## src/rtl/pipe_stage_chain.sv

```systemverilog
// Parametrised pipeline register chain with global stall and per-stage flush (bubble insertion).
// Optional killed-instruction counter enabled by defining PIPE_FLUSH_COUNT_EN.
module pipe_stage_chain #(
    parameter int unsigned CTRL_W = 16,
    parameter int unsigned DATA_W = 128,
    parameter int unsigned STAGES = 1
) (
    input  logic              Clk,
    input  logic              Reset,
    input  logic [CTRL_W-1:0] Ctrl_in,
    input  logic [DATA_W-1:0] Data_in,
    input  logic              Valid_in,
    input  logic              Stall,
    input  logic [STAGES-1:0] Flush,
    output logic [CTRL_W-1:0] Ctrl_out,
    output logic [DATA_W-1:0] Data_out,
    output logic              Valid_out,
    output logic              Busy
`ifdef PIPE_FLUSH_COUNT_EN
    ,
    input  logic              Count_Clr,
    output logic [15:0]       Flush_Count
`endif
);

    logic [STAGES-1:0] valid_q, valid_d;
    logic [CTRL_W-1:0] ctrl_q [STAGES];
    logic [CTRL_W-1:0] ctrl_d [STAGES];
    logic [DATA_W-1:0] data_q [STAGES];
    logic [DATA_W-1:0] data_d [STAGES];

    // Entry each stage would load when neither stalled nor flushed
    logic [STAGES-1:0] src_valid;
    logic [CTRL_W-1:0] src_ctrl [STAGES];
    logic [DATA_W-1:0] src_data [STAGES];

    always_comb begin
        src_valid[0] = Valid_in;
        src_ctrl[0]  = Ctrl_in;
        src_data[0]  = Data_in;
        for (int i = 1; i < int'(STAGES); i++) begin
            src_valid[i] = valid_q[i-1];
            src_ctrl[i]  = ctrl_q[i-1];
            src_data[i]  = data_q[i-1];
        end
    end

    always_comb begin
        for (int i = 0; i < int'(STAGES); i++) begin
            valid_d[i] = valid_q[i];
            ctrl_d[i]  = ctrl_q[i];
            data_d[i]  = data_q[i];
            if (Flush[i]) begin
                valid_d[i] = 1'b0;
                ctrl_d[i]  = '0;
            end else if (!Stall) begin
                valid_d[i] = src_valid[i];
                ctrl_d[i]  = src_valid[i] ? src_ctrl[i] : '0;
                data_d[i]  = src_data[i];
            end
        end
    end

    always_ff @(posedge Clk or negedge Reset) begin
        if (!Reset) begin
            valid_q <= '0;
            for (int i = 0; i < int'(STAGES); i++) begin
                ctrl_q[i] <= '0;
                data_q[i] <= '0;
            end
        end else begin
            valid_q <= valid_d;
            for (int i = 0; i < int'(STAGES); i++) begin
                ctrl_q[i] <= ctrl_d[i];
                data_q[i] <= data_d[i];
            end
        end
    end

    assign Valid_out = valid_q[STAGES-1];
    assign Ctrl_out  = ctrl_q[STAGES-1];
    assign Data_out  = data_q[STAGES-1];
    assign Busy      = |valid_q;

`ifdef PIPE_FLUSH_COUNT_EN
    logic [15:0] count_q, count_d;
    logic        kill_hit;

    // Under stall the entry a flush kills is the one already held in the stage
    always_comb begin
        kill_hit = |(Flush & (Stall ? valid_q : src_valid));
        count_d  = count_q;
        if (Count_Clr) begin
            count_d = '0;
        end else if (kill_hit && (count_q != 16'hFFFF)) begin
            count_d = count_q + 16'd1;
        end
    end

    always_ff @(posedge Clk or negedge Reset) begin
        if (!Reset) begin
            count_q <= '0;
        end else begin
            count_q <= count_d;
        end
    end

    assign Flush_Count = count_q;
`endif

endmodule

```

## config.mk

```make
export PLATFORM = sky130hd
export DESIGN_NAME = pipe_stage_chain
export DESIGN_NICKNAME = d
export VERILOG_FILES = /design/src/rtl/pipe_stage_chain.sv
export SDC_FILE = /design/constraint.sdc
export NUM_CORES = 1
export LEC_CHECK = 0
export CAP_MARGIN = 20
export CORE_MARGIN = 2
export CORE_UTILIZATION = 39
export CTS_CLUSTER_DIAMETER = 40
export DETAILED_ROUTE_END_ITERATION = 6
export PLACE_DENSITY_LB_ADDON = 0.12
export SLEW_MARGIN = 5
export SYNTH_ARGS = -nofsm -noshare
export SYNTH_HDL_FRONTEND = slang
export SYNTH_SLANG_ARGS = --single-unit
```

## constraint.sdc

```tcl
create_clock -name Clk -period 1.9 [get_ports Clk]
set_input_delay 0.285 -clock Clk [delete_from_list [all_inputs] [get_ports Clk]]
set_output_delay 0.285 -clock Clk [all_outputs]
set_load 0.02 [all_outputs]
```

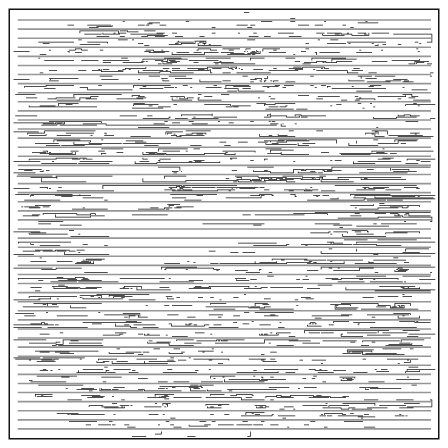
Fig. 1. Signal wires on met1 (run 1).
Supply wires on this layer in gray.
main direction: horizontal
share of all routed wire: 39%
nets with wire on the layer: 661

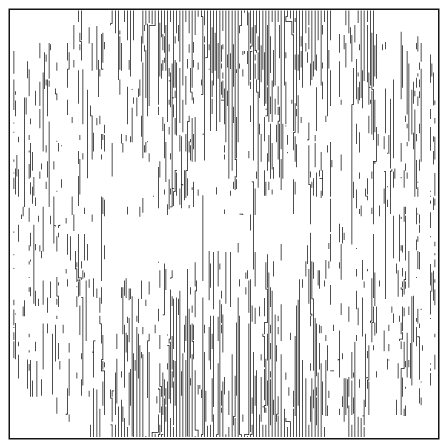
Fig. 2. The metal 2 layer (run 1).
share of all routed wire: 51%
wire length on this layer: 7,990 µm
main direction: vertical
nets with wire on the layer: 739

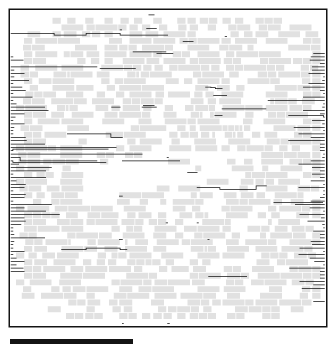
Fig. 3. M3 wires (run 1).
The bar under the picture is 50 µm long. Cells faint in the background.
longest straight run: 53.1 µm
main direction: horizontal
nets with wire on the layer: 146
routed wire length: 15,700 µm
Via Count: 3,901

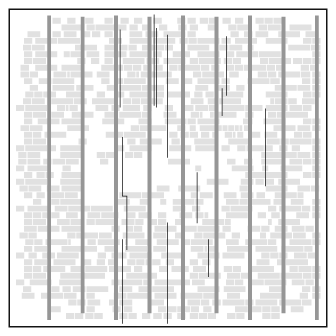
Fig. 4. Metal 4 (run 1).
Supply wires on this layer in gray. Cells faint in the background.
main direction: vertical
share of all routed wire: 2.4%
longest straight run: 49.6 µm
nets with wire on the layer: 8
wire length on this layer: 373 µm

==> impl_metrics.env, run 1 <==
# source this file to load flow results
export IMPL_num_rows=45
export IMPL_switching_power_mw=2.52
export IMPL_diodes=0
export IMPL_stdcell_area_um2=9720
export IMPL_grt_max_degree=43
export IMPL_warning_count=26
export IMPL_cts_buffers_inserted=17
export IMPL_io_pins=295
export IMPL_synth_warning_count=0
export IMPL_crit_family="buffers and inverters"
export IMPL_largest_cell_class="sequential cells"
export IMPL_clkSinkCount=145
export IMPL_logic_area_um2=2100
export IMPL_reg2regPathDepth=1
export IMPL_post_place_ws_ns=-0.180
export IMPL_clkPwrFrac=0.321
export IMPL_holdWs_ns=0.326
export IMPL_period_used=0.914
export IMPL_dieWidth_um=128
export IMPL_rsz0062_at_grt="false"
export IMPL_cts_setup_buffers=0
export IMPL_r2r_start="Data_out[54]$_DFFE_PN0P_"
export IMPL_hold_path_class="input pin to async pin"
export IMPL_slowest_stage="clkdlybuf4s50_1"
export IMPL_intPower_mw=6.90
export IMPL_edf_count=0
export IMPL_drt_initial_drc_count=139
export IMPL_clock_path_buffers=2
export IMPL_routedWlPerCell_um=18.8
export IMPL_fin_ws_ns=0.163
export IMPL_clock_buffers=25
export IMPL_yosysMostFrequentCell="dfrtp_1"
export IMPL_p_seq_frac=0.399
export IMPL_port_buffers=294
export IMPL_dieHeight_um=128
export IMPL_irDropWorstVdd_mv=0.628
export IMPL_comb_cells=151
export IMPL_worst_endpoint_arrival_ns=1.45
export IMPL_yosys_top_cells_area="dfrtp_1, mux2_4, buf_12"
export IMPL_place_area_um2=9180
export IMPL_synthCells=315
export IMPL_synth_avg_cell_area_um2=19.1
export IMPL_synth_area_um2=6010
export IMPL_yosys_area_share_simple=0.00604
export IMPL_critPathBufInv=1
export IMPL_finalCriticalPeriod_ns=1.74
export IMPL_status="completed"
export IMPL_ys_flop_type="dfrtp_1"
[run 1: power groups by stage]
| stage | Sequential [mW] | Combinational (mW) | Clock [mW] |
|---|---|---|---|
| finish | 3.75 | 2.64 | 3.03 |
| global placement | 3.79 | 2.63 | 0 |
| detailed placement | 3.80 | 2.66 | 0 |
| global route | 3.81 | 2.77 | 3.22 |
| CTS | 3.76 | 2.67 | 3.09 |
| floorplan | 4.30 | 0.761 | 0 |
[run 1: state kept, by name, summed over array words and instances, names as in the netlist]
register / flops
Ctrl_out: 16
Busy: 1
Data_out: 128
[run 1: layer usage]
layer	vias up	track usage
li1	1768	-
met1	1933	0.227
met2	172	0.332
met3	28	0.0743
met4	0	0.0853
met5	-	0
[run 1: timing repair]
action,in CTS,in global routing
hold buffers,1,0
endpoints found under the setup margin,0,0
hold endpoints to repair,30,0
==> run 2, diff against run 1 <==
Settings changed: CTS_CLUSTER_DIAMETER 40 to default, GPL_ROUTABILITY_DRIVEN from default to 0.
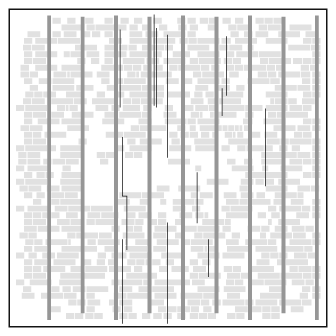
Fig. 5. Metal 4 (run 2).
Supply wires on this layer in gray. Cells faint in the background.
nets with wire on the layer: 8
wire length on this layer: 373 µm
longest straight run: 49.6 µm
share of all routed wire: 2.4%
main direction: vertical

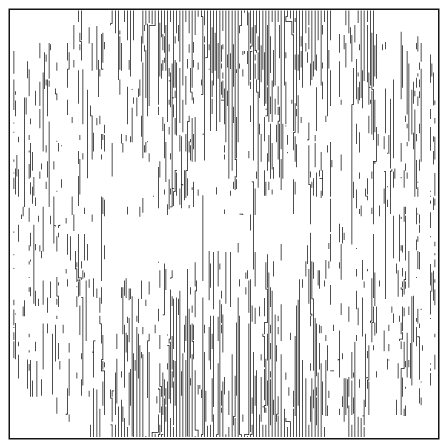
Fig. 6. The metal 2 layer (run 2).
wire length on this layer: 7,990 µm
nets with wire on the layer: 739
longest straight run: 50.2 µm
met2 usage: 0.332

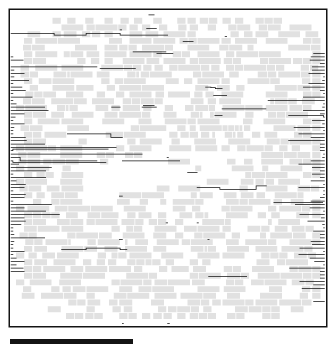
Fig. 7. M3 wires (run 2).
The bar under the picture is 50 µm long. Cells faint in the background.
wire length on this layer: 1,200 µm
longest straight run: 53.1 µm
nets with wire on the layer: 146
main direction: horizontal
GRT met3 Usage: 0.0743

==> run 2 against run 1 <==
Against the previous run:
- via count is the same
- final cell count is the same
- sequential power is essentially flat
- clock power is essentially flat
- largest power group unchanged
- highest routed layer unchanged
==> impl_metrics.env, run 2 <==
# source this file to load flow results
export IMPL_status="completed"
export IMPL_clock_buffers=25
export IMPL_logic_area_um2=2100
export IMPL_cts_buffers_inserted=17
export IMPL_routed_wl_um=15700
export IMPL_clock_path_buffers=2
export IMPL_yosysMostFrequentCell="dfrtp_1"
export IMPL_r2r_start="Data_out[54]$_DFFE_PN0P_"
export IMPL_synth_warning_count=0
export IMPL_num_rows=45
export IMPL_rsz0062_at_grt="false"
export IMPL_finalCriticalPeriod_ns=1.74
export IMPL_yosys_top_cells_area="dfrtp_1, mux2_4, buf_12"
export IMPL_stdcell_area_um2=9720
export IMPL_comb_cells=151
export IMPL_diodes=0
export IMPL_intPower_mw=6.90
export IMPL_largest_cell_class="sequential cells"
export IMPL_post_place_ws_ns=-0.180
export IMPL_port_buffers=294
export IMPL_clkSinkCount=145
export IMPL_place_area_um2=9180
export IMPL_worst_endpoint_arrival_ns=1.45
export IMPL_critPathBufInv=1
export IMPL_routedWlPerCell_um=18.8
export IMPL_fin_ws_ns=0.163
export IMPL_crit_family="buffers and inverters"
export IMPL_period_used=0.914
export IMPL_gr_usage_met1=0.227
export IMPL_switching_power_mw=2.52
export IMPL_reg2regPathDepth=1
[run 2: timing repair]
item                                   4_1_cts  5_1_grt
buffers inserted                             0        0
hold buffers                                 1        0
endpoints found under the hold margin       30        0
[run 2: worst min path at each step]
stage          startpoint                       end  depth (start not counted)
6_report            Reset  Data_out[63]$_DFFE_PN0P_                          2
5_1_grt             Reset  Data_out[63]$_DFFE_PN0P_                          2
4_1_cts             Reset  Data_out[63]$_DFFE_PN0P_                          2
3_5_place_dp        Reset  Data_out[59]$_DFFE_PN0P_                          1
3_3_place_gp        Reset  Data_out[59]$_DFFE_PN0P_                          1
2_1_floorplan       Reset          Busy$_DFFE_PN0P_                          0
[run 2: cell families after synthesis]
kind of cell           count (synthesis)
AND-OR/OR-AND                         16
buffers and inverters                 19
flip-flops                           145
multiplexers                         129
AND/OR/NAND/NOR                        6
Power and IR drop assume default switching activity.
